==> config.mk <==
export PLATFORM = sky130hd
export DESIGN_NAME = uart_tx_arbiter
export DESIGN_NICKNAME = d
export VERILOG_FILES = /design/src/rtl/uart_tx_arbiter.sv
export SDC_FILE = /design/constraint.sdc
export NUM_CORES = 1
export LEC_CHECK = 0
export CORE_ASPECT_RATIO = 1.75
export CORE_MARGIN = 2
export CORE_UTILIZATION = 45
export DETAILED_ROUTE_END_ITERATION = 10
export DONT_BUFFER_PORTS = 1
export PLACE_DENSITY_LB_ADDON = 0.3
export SLEW_MARGIN = 20
export SYNTH_ARGS = -nofsm -noshare
export SYNTH_HDL_FRONTEND = slang
export SYNTH_SLANG_ARGS = --single-unit
==> constraint.sdc <==
create_clock -name clk -period 2.2 [get_ports clk]
set_input_delay 0.44 -clock clk [delete_from_list [all_inputs] [get_ports clk]]
set_output_delay 0.44 -clock clk [all_outputs]
set_load 0.01 [all_outputs]
==> src/rtl/uart_tx_arbiter.sv <==
// Round-robin arbiter sharing one word-wide UART transmitter between two requesters.
// Define UART_ARB_FIFO_EN to give port 0 a FIFO_DEPTH-word FIFO instead of a 1-entry register.
module uart_tx_arbiter #(
  parameter int unsigned TIMEOUT_CYCLES = 500000,
  parameter int unsigned FIFO_DEPTH     = 4
) (
  input  logic        clk,
  input  logic        rst,
  input  logic        req0_valid,
  input  logic [31:0] req0_data,
  output logic        req0_ready,
  input  logic        req1_valid,
  input  logic [31:0] req1_data,
  output logic        req1_ready,
  output logic [31:0] tx_sdata,
  output logic        tx_start,
  input  logic        tx_busy,
  input  logic        tx_done,
  output logic        busy,
  output logic        grant_id,
  output logic        err
);
  // IDLE: pick a pending port | ISSUE: one-cycle start pulse | WAIT_DONE: wait for tx_done or watchdog
  typedef enum logic [1:0] {IDLE, ISSUE, WAIT_DONE} state_t;

  localparam logic [31:0] CNT_LIMIT = 32'(TIMEOUT_CYCLES - 1);

  if (TIMEOUT_CYCLES < 1) begin : g_bad_timeout
    $error("TIMEOUT_CYCLES must be at least 1");
  end
  if (FIFO_DEPTH < 2 || (FIFO_DEPTH & (FIFO_DEPTH - 1)) != 0) begin : g_bad_depth
    $error("FIFO_DEPTH must be a power of two, at least 2");
  end

  state_t      state_q, state_d;
  logic [31:0] cnt_q, cnt_d;
  logic [31:0] sdata_q, sdata_d;
  logic        grant_q, grant_d;
  logic        err_q, err_d;

  logic        pend0, pend1;
  logic [31:0] head0;
  logic        pop0, pop1;
  logic [31:0] hold1_q;
  logic        hold1_vld_q;

`ifdef UART_ARB_FIFO_EN
  localparam int unsigned AW = $clog2(FIFO_DEPTH);

  logic [31:0] mem_q [FIFO_DEPTH];
  logic [AW:0] wr_q, rd_q;
  logic        full0, push0;

  // Extra pointer bit tells full from empty when the indices match.
  assign full0      = (wr_q[AW] != rd_q[AW]) && (wr_q[AW-1:0] == rd_q[AW-1:0]);
  assign pend0      = (wr_q != rd_q);
  assign req0_ready = !full0;
  assign push0      = req0_valid && !full0;
  assign head0      = mem_q[rd_q[AW-1:0]];

  always_ff @(posedge clk) begin
    if (push0) mem_q[wr_q[AW-1:0]] <= req0_data;
  end

  always_ff @(posedge clk) begin
    if (rst) begin
      wr_q <= '0;
      rd_q <= '0;
    end else begin
      if (push0) wr_q <= wr_q + 1'b1;
      if (pop0)  rd_q <= rd_q + 1'b1;
    end
  end
`else
  logic [31:0] hold0_q;
  logic        hold0_vld_q;

  assign req0_ready = !hold0_vld_q;
  assign pend0      = hold0_vld_q;
  assign head0      = hold0_q;

  always_ff @(posedge clk) begin
    if (rst) begin
      hold0_q     <= '0;
      hold0_vld_q <= 1'b0;
    end else if (req0_valid && !hold0_vld_q) begin
      hold0_q     <= req0_data;
      hold0_vld_q <= 1'b1;
    end else if (pop0) begin
      hold0_vld_q <= 1'b0;
    end
  end
`endif

  assign req1_ready = !hold1_vld_q;
  assign pend1      = hold1_vld_q;

  always_ff @(posedge clk) begin
    if (rst) begin
      hold1_q     <= '0;
      hold1_vld_q <= 1'b0;
    end else if (req1_valid && !hold1_vld_q) begin
      hold1_q     <= req1_data;
      hold1_vld_q <= 1'b1;
    end else if (pop1) begin
      hold1_vld_q <= 1'b0;
    end
  end

  always_comb begin
    state_d  = state_q;
    cnt_d    = cnt_q;
    sdata_d  = sdata_q;
    grant_d  = grant_q;
    err_d    = err_q;
    pop0     = 1'b0;
    pop1     = 1'b0;
    tx_start = 1'b0;
    unique case (state_q)
      IDLE: begin
        if ((pend0 || pend1) && !tx_busy) begin
          // On a tie, the port that did not own the last transfer wins.
          if (pend0 && (!pend1 || grant_q)) begin
            pop0    = 1'b1;
            sdata_d = head0;
            grant_d = 1'b0;
          end else begin
            pop1    = 1'b1;
            sdata_d = hold1_q;
            grant_d = 1'b1;
          end
          state_d = ISSUE;
        end
      end
      ISSUE: begin
        tx_start = 1'b1;
        cnt_d    = '0;
        state_d  = WAIT_DONE;
      end
      WAIT_DONE: begin
        if (tx_done) begin
          state_d = IDLE;
        end else if (cnt_q == CNT_LIMIT) begin
          err_d   = 1'b1;
          state_d = IDLE;
        end else begin
          cnt_d = cnt_q + 32'd1;
        end
      end
      default: state_d = IDLE;
    endcase
  end

  always_ff @(posedge clk) begin
    if (rst) begin
      state_q <= IDLE;
      cnt_q   <= '0;
      sdata_q <= '0;
      grant_q <= 1'b1;
      err_q   <= 1'b0;
    end else begin
      state_q <= state_d;
      cnt_q   <= cnt_d;
      sdata_q <= sdata_d;
      grant_q <= grant_d;
      err_q   <= err_d;
    end
  end

  assign tx_sdata = sdata_q;
  assign busy     = (state_q != IDLE);
  assign grant_id = grant_q;
  assign err      = err_q;

endmodule

**Run 1: metal 1**

Supply wires on this layer in grey.
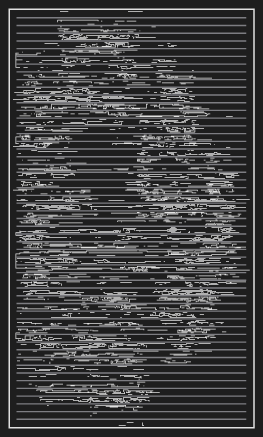
main direction: horizontal
longest straight run: 25.8 um
nets with wire on the layer: 679
wire length on this layer: 5240 um
share of all routed wire: 36%
grt met1 use: 23.96%
via count: 4780

**Run 1: metal 4**

Scale bar: 20 um. Supply wires on this layer in grey.
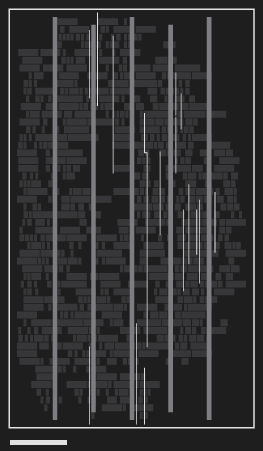
longest straight run: 68.4 um
main direction: vertical
wire length on this layer: 469 um
nets with wire on the layer: 16
drt total wl: 14.35 mm

**Run 1: clock nets**

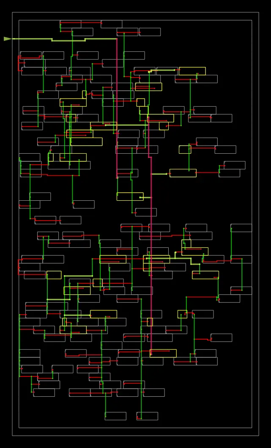
Clock Power: 2.70 mW
CTS Sinks: 134
Flop Count: 134

-- run 1: state kept, by name, summed over array words and instances, names as in the netlist --
name and flops:
cnt_q 32, head0 32, hold1_q 32, tx_sdata 32
state_q 2, err 1, grant_id 1, hold0_vld_q 1
hold1_vld_q 1
-- run 1: through the flow --
step	power, mW	worst slack (ps)	utilization, %
2_1_floorplan	2.915	27.79	-
3_3_place_gp	2.988	-54.20	48.67
3_5_place_dp	3.003	-47.78	48.67
4_1_cts	5.686	-20.08	53.67
5_1_grt	5.865	-86.55	54.94
6_report	5.672	-12.11	54.94
-- run 1: repair_timing --
item / in CTS / in global routing
resized: 2 / 56
setup buffers: 0 / 2
endpoints found under the hold margin: 0 / 0
cloned: 0 / 2
pin swaps: 0 / 10
setup endpoints to repair: 23 / 30
==> qor.txt, run 1 <==
And+or+nand+nor area frac - 23.40%
CP arrival - 2540 ps
Met1 wire length - 5.235 mm
Routed wire per std cell - 17.89 um
Violated checks - setup timing
Mux area share - 0.3812%
Root Driver - clkbuf_16
Hold depth - 1
First-pass GRT wire length - 22.99 mm
Die width - 85.66 um
1st-iter DRT viols - 298
Global Route met3 Usage - 5.618%
Setup ws final - -12.11 ps
Num CTS Buffers - 17
Final Hold Vio Count - 0
Clk pwr share - 47.6%
Reg power frac - 45.8%
Gate power share - 6.6%
Switching share of power - 24.68%
Fraction of registers with async set/reset - 0%
Post-DR vias/cell - 5.960
Share of layout cells above drive strength 1 - 16.79%
Core Area - 0.01145 mm2
Storage cell area - 0.002695 mm2
Multi-input combinational area share - 39.08%
Outcome - finished with violations
Slowest cell on the critical path - or4_4
Ant diodes - 0
Unrepaired setup endpoints after global routing - true
VDD IR max - 0.5839 mV
Top power group - the clock network
Multi-input logic area - 0.002459 mm2
CP max FO - 6
Fin crit period - 2212 ps
Ports - 108
Setup Viol. Count Final - 2
Max-area cell share - 51.08%
Ys flop type - dfxtp_1
Worst R2R Path Depth - 9
--- run 2 (diff from run 1) ---
Settings changed: ABC_AREA set to 1.
**Run 2: clock nets**

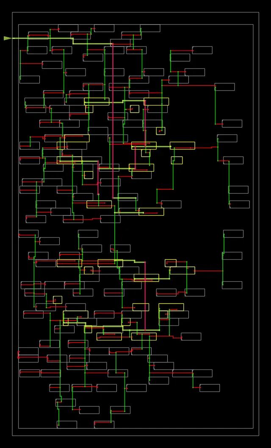
Worst Skew: 10.82 ps
layout clock buffer count: 17
Num CTS Buffers: 17
Clock Power: 2.71 mW
Latency at later pin: 420 ps

**Run 2: met2 routing**

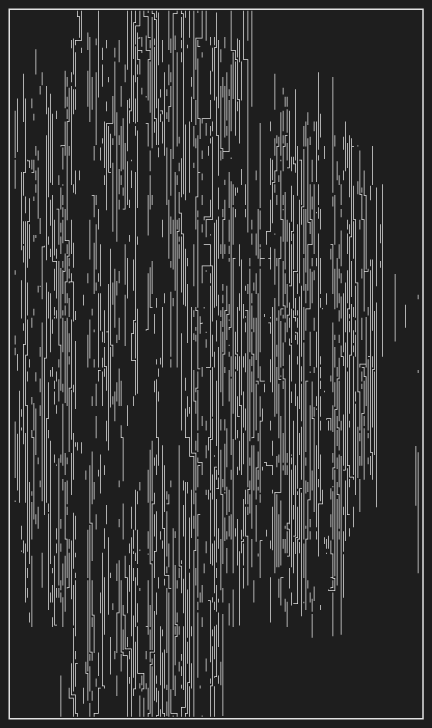
main direction: vertical
longest straight run: 52.0 um

==> qor.txt, run 2 <==
Crit path launch type - register
Slowest cell on the critical path - dfxtp_1
Post-CTS setup buffer count - 0 (unchanged)
Fraction of registers with async set/reset - 0% (unchanged)
Setup ws final - 179.7 ps (+191.9 ps)
CP arrival - 2300 ps (-240 ps)
Die width - 91.34 um (+6.6%)
Unrepaired setup endpoints after global routing - false
Fin crit period - 2020 ps (-191.9 ps)
Post-CTS Resized - 0 (-2)
Root Driver - clkbuf_16
Ant diodes - 0 (unchanged)
Mux area share - 0% (-0.38 points)
And+or+nand+nor area frac - 35.97% (+13 points)
Flop Count - 134 (unchanged)
CP required - 2480 ps
First-pass GRT wire length - 26.99 mm (+17%)
CP max FO - 16 (+10)
Worst R2R Path Depth - 10 (+1)
1st-iter DRT viols - 248 (-17%)
Clk pwr share - 46.8% (-0.8 points)
Ports - 108 (unchanged)
Setup Viol. Count Final - 0 (-2)
Global Route met3 Usage - 6.115% (+0.50 points)
Post-synth EDFFs - 0
Core Area - 0.01301 mm2 (+14%)
Drt total wl - 17.11 mm (+19%)
Switching share of power - 27.77% (+3.1 points)
Post-Synth Adder-Cell Area - 0.2083%
Post-DR vias/cell - 5.271 (-12%)
Ys flop type - dfxtp_1
Gate power share - 7.3% (+0.7 points)
Routed wire per std cell - 15.82 um (-12%)
Share of layout cells above drive strength 1 - 6.586% (-10 points)
Multi-input combinational area share - 43.59% (+4.5 points)
CTS Sinks - 134 (unchanged)
Die area - 0.01433 mm2
Final Hold Vio Count - 0 (unchanged)
Tot Pwr - 5.785 mW (+2.0%)
Reg power frac - 46.0% (+0.2 points)
Via count - 5703 (+19%)
Storage cell area - 0.002683 mm2 (-0.46%)
Outcome - finished clean
VDD IR max - 0.6065 mV (+3.9%)
Finished Core Util - 51.60% (-3.3 points)
Grt met1 use - 25.42% (+1.5 points)
Max-area cell share - 44.66% (-6.4 points)
Internal - 4.178 mW
Worst slack at placement - 172.9 ps (+220.6 ps)
-- run 2: netlist changes by cell type in the layout (fill, tap and decap cells not counted), sizes merged, moves of 8 or more --
cell    change
nor3        -8
buf        -26
a31oi      +29
o21ai      +56
a21oi      -62
o31ai      -12
inv        +40
nand2     +100
nand3      +42
nor2      +164
a222oi     -32
-- run 2: power by group through the flow --
stage	Clock (mW)	Combinational [mW]	Sequential (mW)
after floorplan	0	0.333	2.69
after global placement	0	0.415	2.71
after detailed placement	0	0.424	2.71
after CTS	2.73	0.424	2.66
after global routing	2.84	0.480	2.67
final	2.71	0.421	2.66
-- run 2: cells by family after synthesis --
group / after synthesis
AOI/OAI and AO/OA: 137
xor gates and xnor gates: 2
DFF: 134
adders and majority gates: 1
and+or+nand+nor: 538
buffers and inverters: 97
Power figures rest on the tool's default switching activity, not on a simulated workload.
